File: src/rtl/csa_accum_ctrl.sv
// Streaming multi-operand accumulator: keeps the running total in carry-save form,
// then iterates the same stage until the carry row drains, and presents a binary result.
module csa_accum_ctrl #(
    parameter int N  = 16,
    parameter int CW = 8
) (
    input  logic          clk,
    input  logic          rst,
    input  logic          clr,
    input  logic          in_valid,
    output logic          in_ready,
    input  logic [N-1:0]  in_a,
    input  logic [N-1:0]  in_b,
    input  logic          in_b_en,
    input  logic          in_last,
    output logic          out_valid,
    input  logic          out_ready,
    output logic [N-1:0]  out_sum,
    output logic [CW-1:0] out_count,
    output logic          busy,
    output logic [1:0]    o_dbg_state
);

    // Handshakes: a transfer happens on a rising edge where valid & ready are both high;
    // valid never depends on ready, and payload is held while valid waits for ready.
    typedef enum logic [1:0] {
        ACC     = 2'd0,
        RESOLVE = 2'd1,
        OUT     = 2'd2
    } state_t;

    state_t        r_state;
    state_t        w_state_nxt;
    logic [N-1:0]  r_sum;
    logic [N-1:0]  r_car;
    logic [CW-1:0] r_cnt;
    logic [N-1:0]  w_sum_nxt;
    logic [N-1:0]  w_car_nxt;
    logic [CW-1:0] w_cnt_nxt;

    logic [N-1:0]  w_s1;
    logic [N-1:0]  w_co;
    logic [N-1:0]  w_cin;
    logic [N-1:0]  w_cs_sum;
    logic [N-1:0]  w_cs_carry;
    logic [CW:0]   w_cnt_add;
    logic [CW-1:0] w_cnt_sat;

    // First full-adder row; its carries form the 4:2 intra-row chain (bit 0 gets 0).
    assign w_s1  = r_sum ^ r_car ^ in_a;
    assign w_co  = (r_sum & r_car) | (r_sum & in_a) | (r_car & in_a);
    assign w_cin = {w_co[N-2:0], 1'b0};

    assign w_cs_sum   = in_b_en ? (w_s1 ^ in_b ^ w_cin) : w_s1;
    assign w_cs_carry = in_b_en ? ((w_s1 & in_b) | (w_s1 & w_cin) | (in_b & w_cin)) : w_co;

    assign w_cnt_add = {1'b0, r_cnt} + (in_b_en ? (CW+1)'(2) : (CW+1)'(1));
    assign w_cnt_sat = w_cnt_add[CW] ? {CW{1'b1}} : w_cnt_add[CW-1:0];

    assign o_dbg_state = r_state;

    always_comb begin
        w_state_nxt = r_state;
        w_sum_nxt   = r_sum;
        w_car_nxt   = r_car;
        w_cnt_nxt   = r_cnt;
        in_ready    = 1'b0;
        out_valid   = 1'b0;
        out_sum     = '0;
        out_count   = '0;
        busy        = 1'b0;

        case (r_state)
            ACC: begin
                in_ready = 1'b1;
                if (in_valid) begin
                    w_sum_nxt = w_cs_sum;
                    w_car_nxt = {w_cs_carry[N-2:0], 1'b0};
                    w_cnt_nxt = w_cnt_sat;
                    if (in_last) begin
                        w_state_nxt = RESOLVE;
                    end
                end
            end
            RESOLVE: begin
                busy = 1'b1;
                if (r_car == '0) begin
                    w_state_nxt = OUT;
                end else begin
                    w_sum_nxt = r_sum ^ r_car;
                    w_car_nxt = {(r_sum[N-2:0] & r_car[N-2:0]), 1'b0};
                end
            end
            OUT: begin
                busy      = 1'b1;
                out_valid = 1'b1;
                out_sum   = r_sum;
                out_count = r_cnt;
                if (out_ready) begin
                    w_state_nxt = ACC;
                    w_sum_nxt   = '0;
                    w_car_nxt   = '0;
                    w_cnt_nxt   = '0;
                end
            end
            default: begin
                w_state_nxt = ACC;
            end
        endcase

        // Flush wins over any beat or pending result in the same cycle.
        if (clr) begin
            w_state_nxt = ACC;
            w_sum_nxt   = '0;
            w_car_nxt   = '0;
            w_cnt_nxt   = '0;
        end
    end

    always_ff @(posedge clk or posedge rst) begin
        if (rst) begin
            r_state <= ACC;
            r_sum   <= '0;
            r_car   <= '0;
            r_cnt   <= '0;
        end else begin
            r_state <= w_state_nxt;
            r_sum   <= w_sum_nxt;
            r_car   <= w_car_nxt;
            r_cnt   <= w_cnt_nxt;
        end
    end

endmodule

File: config.mk
export PLATFORM = sky130hd
export DESIGN_NAME = csa_accum_ctrl
export DESIGN_NICKNAME = d
export VERILOG_FILES = /design/src/rtl/csa_accum_ctrl.sv
export SDC_FILE = /design/constraint.sdc
export NUM_CORES = 1
export LEC_CHECK = 0
export ABC_AREA = 1
export CAP_MARGIN = 20
export CORE_MARGIN = 1.5
export CORE_UTILIZATION = 50
export DETAILED_ROUTE_END_ITERATION = 10
export PLACE_DENSITY = 0.79
export SLEW_MARGIN = 10
export SYNTH_ARGS = -nofsm -noshare
export SYNTH_HDL_FRONTEND = slang
export SYNTH_SLANG_ARGS = --single-unit
export TNS_END_PERCENT = 5
File: constraint.sdc
create_clock -name clk -period 1.6 [get_ports clk]
set_input_delay 0.24 -clock clk [delete_from_list [all_inputs] [get_ports clk]]
set_output_delay 0.24 -clock clk [all_outputs]
set_load 0.03 [all_outputs]
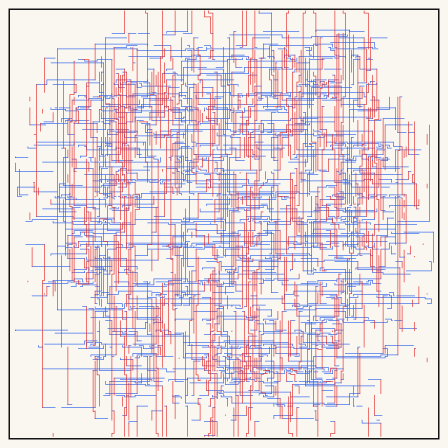
Run 1: routed metal, one colour a layer
Two of the layers only.
[met2] red | wire length: 5640 um
[met1] blue | wire length: 4790 um

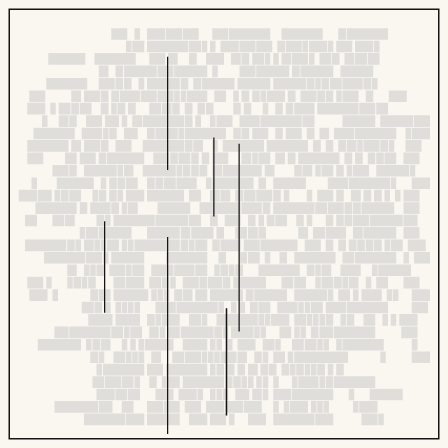
Run 1: signal wires on met4
Cells faint in the background.
main direction: vertical
longest straight run: 42.8 um
nets with wire on the layer: 6
share of all routed wire: 1.5%
wire length on this layer: 168 um

==> flow_summary_export.csv, run 1 <==
group,metric,value,unit
floorplanning,die_w,93.7,um
synthesis,ys_area,4110,um2
setup_path,critPathKind,"reg2reg",
layout,final_cell_area,5600,um2
grt,grt.overflow.total,0,
clocking,clock_tree.root_cell,"clkbuf_8",
timing,timing.hold.ws,0.293,ns
clocking,numCtsBuffers,5,
layout,area_delta_synth_final,36.3,%
routing,route.detailed.drc,0,
setup_path,r2r-end,"r_sum[1]$_DFFE_PP0P_",
layout,largest_class,"logic gates",
setup_path,critPathLaunchType,"register",
outcome,status,"complete, but fails checks",
grt,grt-busiest-layer,"met2",
routing,dr.pass1.iters,5,
grt,antenna_found_initial,0,
grt,use_met3,0.0283,
layout,sh_comb_area,0.492,
synthesis,synth_area,4110,um2
setup_path,rr_worst_depth,6,
layout,nClkBuffers,5,
timing,setup_ws,-0.320,ns
place,routabilityCongestion,0.850,
synthesis,top_cell,"nand2_1",
clocking,post-cts-setup-buffer-count,3,
flow_run,drv_cap,0,
setup_path,required,1.85,ns
floorplanning,core.rowCount,32,
flow_run,tool_warnings,32,
synthesis,synth_cells,513,
synthesis,synth-edff-count,0,
place,hpwlAfterDp,7.85,mm
timing,clock_skew,0.0129,ns
setup_path,cp_cell_sequence,"fa_1, fa_1, a21oi_1, a21oi_1, nand3_2, nand2_2",
layout,flops,41,
synthesis,mux_area_frac,0,
setup_path,reg2reg_from,"r_car[1]$_DFFE_PP0P_",
pwr,p_clk,715,uW
floorplanning,n_tap_cell,102,
timing,min_period,1.92,ns
clocking,post_cts_resized,36,
grt,met2_usage,0.478,
synthesis,yosys_most_used_dff,"dfrtp_1",
pwr,switching_power,4.98,mW
place,dpl_cell_area,5260,um2
layout,largest_register_ffs,16,
layout,mostFrequentLayoutCells,"97 x nand2_1, 79 x a21oi_1, 67 x buf_4",
synthesis,simple_gate_share,0.317,
pwr,power_leader,"combinational logic",
place,io_buffers,67,
grt,grt.met1_usage,0.354,
routing,wl_met3,450,um
timing,period_used_share,1.20,
synthesis,yosys-stat-cells,513,
layout,sh_seq_area,0.184,
routing,viasPerCell,5.42,
layout,layout_top_cell,"nand2_1",
layout,nFillCells,616,
layout,inverters,52,
pwr,seq_power_share,0.163,
layout,buffer_area_frac,0.251,
synthesis,async_flop_share,1.00,
pwr,cellInternalPower,5.16,mW
grt,track_usage,0.271,
setup_path,reg2reg_slack,-0.32,ns
setup_path,cp_max_fo,2,
timing,timing.fmax,521,MHz
pwr,clock_power_share,0.070,
outcome,violations,"setup timing",
routing,vias,3983,
synthesis,largest_area_cell,"dfrtp_1",
clocking,cts_sinks,41,
pwr,power.density,1810,nW/um2
setup_path,worst_path_dominant_cell_family,"adder cells",
pwr,total_power,10.1,mW
setup_path,crit_slowest_cell,"fa_1",
timing,finalSetupViolations,64,
synthesis,yosys-top-cells-count,"101 x nand2_1, 82 x a21oi_1, 46 x inv_1",
pwr,combPwrFrac,0.767,
timing,finalMaxSlewViolations,0,
clocking,holdBufCountCts,0,
layout,clkCellAreaFrac,0.0154,
layout,final_cells,735,
pwr,swShare,0.491,
layout,drive_above_1_share,0.340,
floorplanning,chipArea,8770,um2
pwr,powerSeq,1.65,mW
synthesis,yosysWarnings,0,
synthesis,ys_ff,41,
routing,met1_length,4.79,mm
routing,highest_layer,"met4",
setup_path,cpPeakStageDelay,0.52,ns
synthesis,top_area_frac,0.250,
pwr,peakVddDrop,1.38,mV
synthesis,ys_sh_aoi,0.123,
grt,grt_pass1_vias,4128,
clocking,cts_tree,"yes",
pwr,pg_comb,7.78,mW
routing,post_drt_wl_per_cell,15.0,um
layout,antenna_cells,0,
layout,comb_area,2760,um2
routing,postRouteAntennaNets,0,
place,dp.cells,721,
timing,hold_viol,0,
synthesis,yosys.area_share.xor_xnor,0,
synthesis,netlist_logic_family_top,"simple AND/OR/NAND/NOR gates",
min_path,min_path_type,"in2async",
pwr,p_leak,2.90,nW
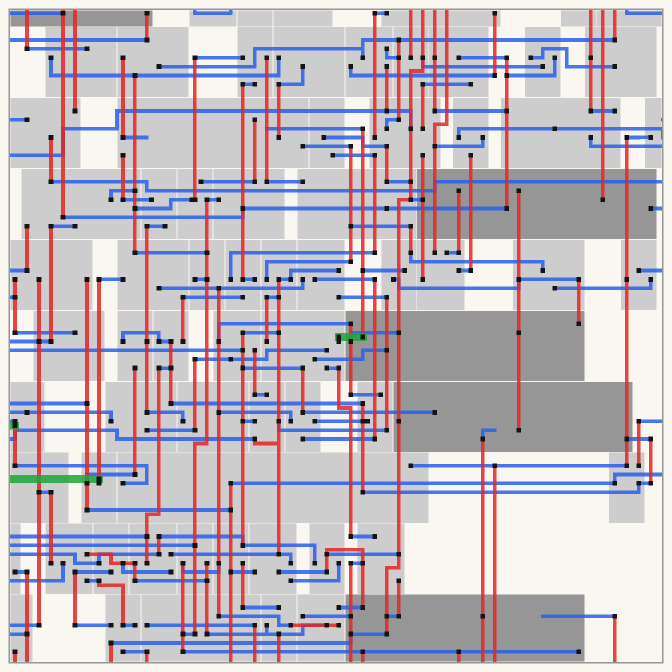
Run 1: layout detail
Region (58, 11) to (83, 36) um. Cells in grey, sequential cells in the stronger grey; small squares are vias.
[met3] green
[met1] blue
[met2] red
most frequent: nand2_1 (15), buf_4 (11), inv_1 (5)
cells with their middle in the window: 61
sequential cells in the window: 4
netlist names of flops here include: r_cnt (3), r_sum (1)

[run 1: worst max path at each step]
stage                                        to  cells after the start                  from  slack, ns
final                      r_sum[1]$_DFFE_PP0P_                      6  r_car[1]$_DFFE_PP0P_      -0.32
after global routing       r_sum[1]$_DFFE_PP0P_                      6  r_car[1]$_DFFE_PP0P_      -0.40
after CTS                  r_sum[7]$_DFFE_PP0P_                      6  r_sum[7]$_DFFE_PP0P_      -0.30
after detailed placement  r_sum[12]$_DFFE_PP0P_                      7              in_a[12]      -0.62
after global placement    r_sum[12]$_DFFE_PP0P_                      7              in_a[12]      -0.59
after floorplan            r_sum[1]$_DFFE_PP0P_                      6  r_sum[1]$_DFFE_PP0P_      -0.22
Run 1, floorplan with the power grid:
Scale bar: 20 um. Pins as bars on the die edge. Tap cells in grey.
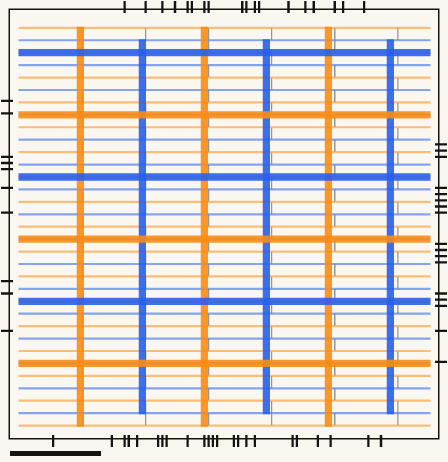

==> run 1 -> run 2 <==
- CORE_MARGIN: 1.5 -> default
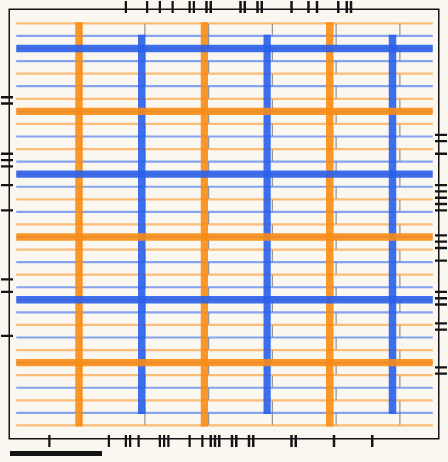
Run 2: floorplan with the power grid
Scale bar: 20 um. Pins as bars on the die edge. Tap cells in grey.
[VDD] blue
[VSS] orange
signal pins: 68
tap cells: 102
met5 straps: 6
met1 rails: 33

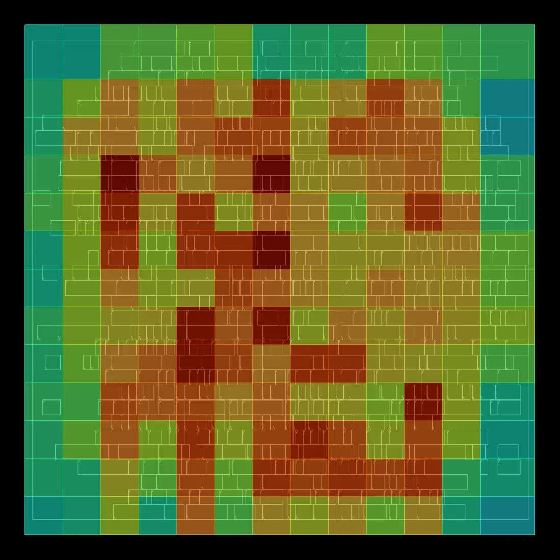
Run 2: routing congestion
met2 global-route usage: 0.477
layer carrying the most global-route usage: met2

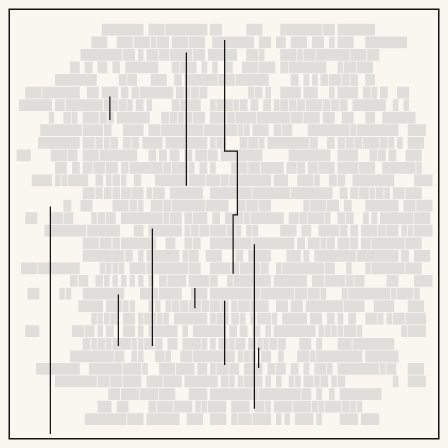
Run 2: signal wires on met4
Cells faint in the background.
nets with wire on the layer: 10
share of all routed wire: 2.0%
wire length on this layer: 229 um

==> run 2 against run 1 <==
  * The flow still finishes with violations (setup timing)
  * Combinational power up 3.0%
  * Design area up 0.71%
  * Routed wire length up 5.5%
  * Register-to-register slack about the same
  * Highest routed layer unchanged
==> flow_summary_export.csv, run 2 <==
group,metric,value,unit
setup_path,cp.depth,6,
pwr,power.density,1840,nW/um2
clocking,cts_tree,"yes",
setup_path,rr_worst_depth,6,
synthesis,yosysWarnings,0,
floorplanning,fp_util,0.524,
pwr,swShare,0.497,
layout,largest_class,"logic gates",
timing,timing.fmax,518,MHz
timing,min_period,1.93,ns
layout,final_cells,734,
clocking,h-tree-depth,2,
place,place_ws,-0.661,ns
pwr,clock_power_share,0.068,
clocking,clock_path_buffers,2,
grt,grt.met1_usage,0.364,
flow_run,tool_warnings,32,
floorplanning,n_tap_cell,102,
routing,postRouteAntennaNets,0,
clocking,holdBufCountCts,0,
pwr,peakVddDrop,1.13,mV
layout,comb_area,2810,um2
pwr,seq_power_share,0.160,
place,hpwlAfterDp,8.04,mm
routing,met1_length,4.90,mm
routing,highest_layer,"met4",
synthesis,mux_area_frac,0,
setup_path,crit_slowest_cell,"fa_2",
clocking,clock_tree.root_cell,"clkbuf_8",
pwr,cellInternalPower,5.22,mW
layout,clkCellAreaFrac,0.0146,
pwr,p_leak,2.90,nW
routing,dr.pass1.iters,5,
outcome,violations,"setup timing",
setup_path,critPathLaunchType,"register",
layout,sh_comb_area,0.497,
pwr,pg_comb,8.01,mW
synthesis,synth-edff-count,0,
clocking,post_cts_resized,34,
synthesis,top_cell,"nand2_1",
grt,grt.overflow.total,0,
grt,antenna_found_initial,0,
routing,viasPerCell,5.51,
layout,sh_seq_area,0.182,
synthesis,synth_area,4110,um2
clocking,numCtsBuffers,5,
place,dpl_cell_area,5250,um2
pwr,powerSeq,1.66,mW
synthesis,simple_gate_share,0.317,
floorplanning,die_w,92.7,um
timing,hold_viol,0,
pwr,combPwrFrac,0.772,
setup_path,reg2reg_slack,-0.33,ns
grt,grt_pass1_vias,3992,
flow_run,drv_cap,0,
floorplanning,chipArea,8590,um2
layout,largest_register_ffs,16,
setup_path,required,1.85,ns
grt,use_met3,0.0279,
routing,vias,4045,
setup_path,reg2reg_from,"r_car[10]$_DFFE_PP0P_",
routing,route.detailed.drc,0,
layout,antenna_cells,0,
setup_path,cp_cell_sequence,"fa_2, fa_2, a21oi_1, a21oi_1, nand3_2, nand2_2",
place,dp.cells,718,
synthesis,netlist_logic_family_top,"simple AND/OR/NAND/NOR gates",
min_path,min_path_type,"in2async",
pwr,power_leader,"combinational logic",
synthesis,ys_area,4110,um2
layout,buffer_area_frac,0.247,
timing,finalMaxSlewViolations,0,
synthesis,yosys_most_used_dff,"dfrtp_1",
place,routabilityCongestion,0.874,
timing,finalSetupViolations,61,
pwr,total_power,10.4,mW
layout,final_cell_area,5640,um2
synthesis,post_synth_num_cell_types,30,
timing,setup_ws,-0.330,ns
synthesis,synth_cells,513,
grt,grt_pass1_wl,18.8,mm
pwr,p_clk,702,uW
layout,nFillCells,573,
clocking,cts_sinks,41,
synthesis,async_flop_share,1.00,
synthesis,largest_area_cell,"dfrtp_1",
layout,layout_top_cell,"nand2_1",
pwr,switching_power,5.15,mW
setup_path,worst_path_dominant_cell_family,"adder cells",
layout,flops,41,
routing,wl_met3,600,um
timing,period_used_share,1.21,
synthesis,yosys-top-cells-count,"101 x nand2_1, 82 x a21oi_1, 46 x inv_1",
setup_path,cpPeakStageDelay,0.53,ns
place,io_buffers,67,
layout,inverters,52,
timing,clock_skew,0.00892,ns
clocking,post-cts-setup-buffer-count,3,
synthesis,top_area_frac,0.250,
layout,nClkBuffers,6,
timing,timing.hold.ws,0.289,ns
layout,mostFrequentLayoutCells,"91 x nand2_1, 76 x a21oi_1, 71 x buf_4",
synthesis,ys_ff,41,
setup_path,startpoint,"r_car[10]$_DFFE_PP0P_",
floorplanning,core.rowCount,32,
setup_path,cp_max_fo,2,
synthesis,yosys.area_share.xor_xnor,0,
outcome,status,"complete, but fails checks",
layout,drive_above_1_share,0.372,
routing,post_drt_wl_per_cell,15.9,um
synthesis,yosys-stat-cells,513,
setup_path,critPathKind,"reg2reg",
synthesis,ys_sh_aoi,0.123,
layout,area_delta_synth_final,37.3,%
run 2: netlist changes by cell type in the layout (fill, tap and decap cells not counted), moves of 4 or more:
cell / change
inv_1: -6
nand2_1: -6
buf_4: +4
inv_2: +4
buf_6: -6
nand2_2: +6
run 2: final timing paths:
| path | to |
|---|---|
| max in group asynchronous | o_dbg_state[1]$_DFFE_PP0P_ |
| worst max-delay path | r_sum[10]$_DFFE_PP0P_ |
| worst min-delay path | r_cnt[4]$_DFFE_PP0P_ |
| worst min register to register | r_sum[0]$_DFFE_PP0P_ |
| min in group clk | r_cnt[0]$_DFFE_PP0P_ |
| worst max register to register | r_sum[10]$_DFFE_PP0P_ |
No activity file was given, so power comes from the tool's default toggle rates.
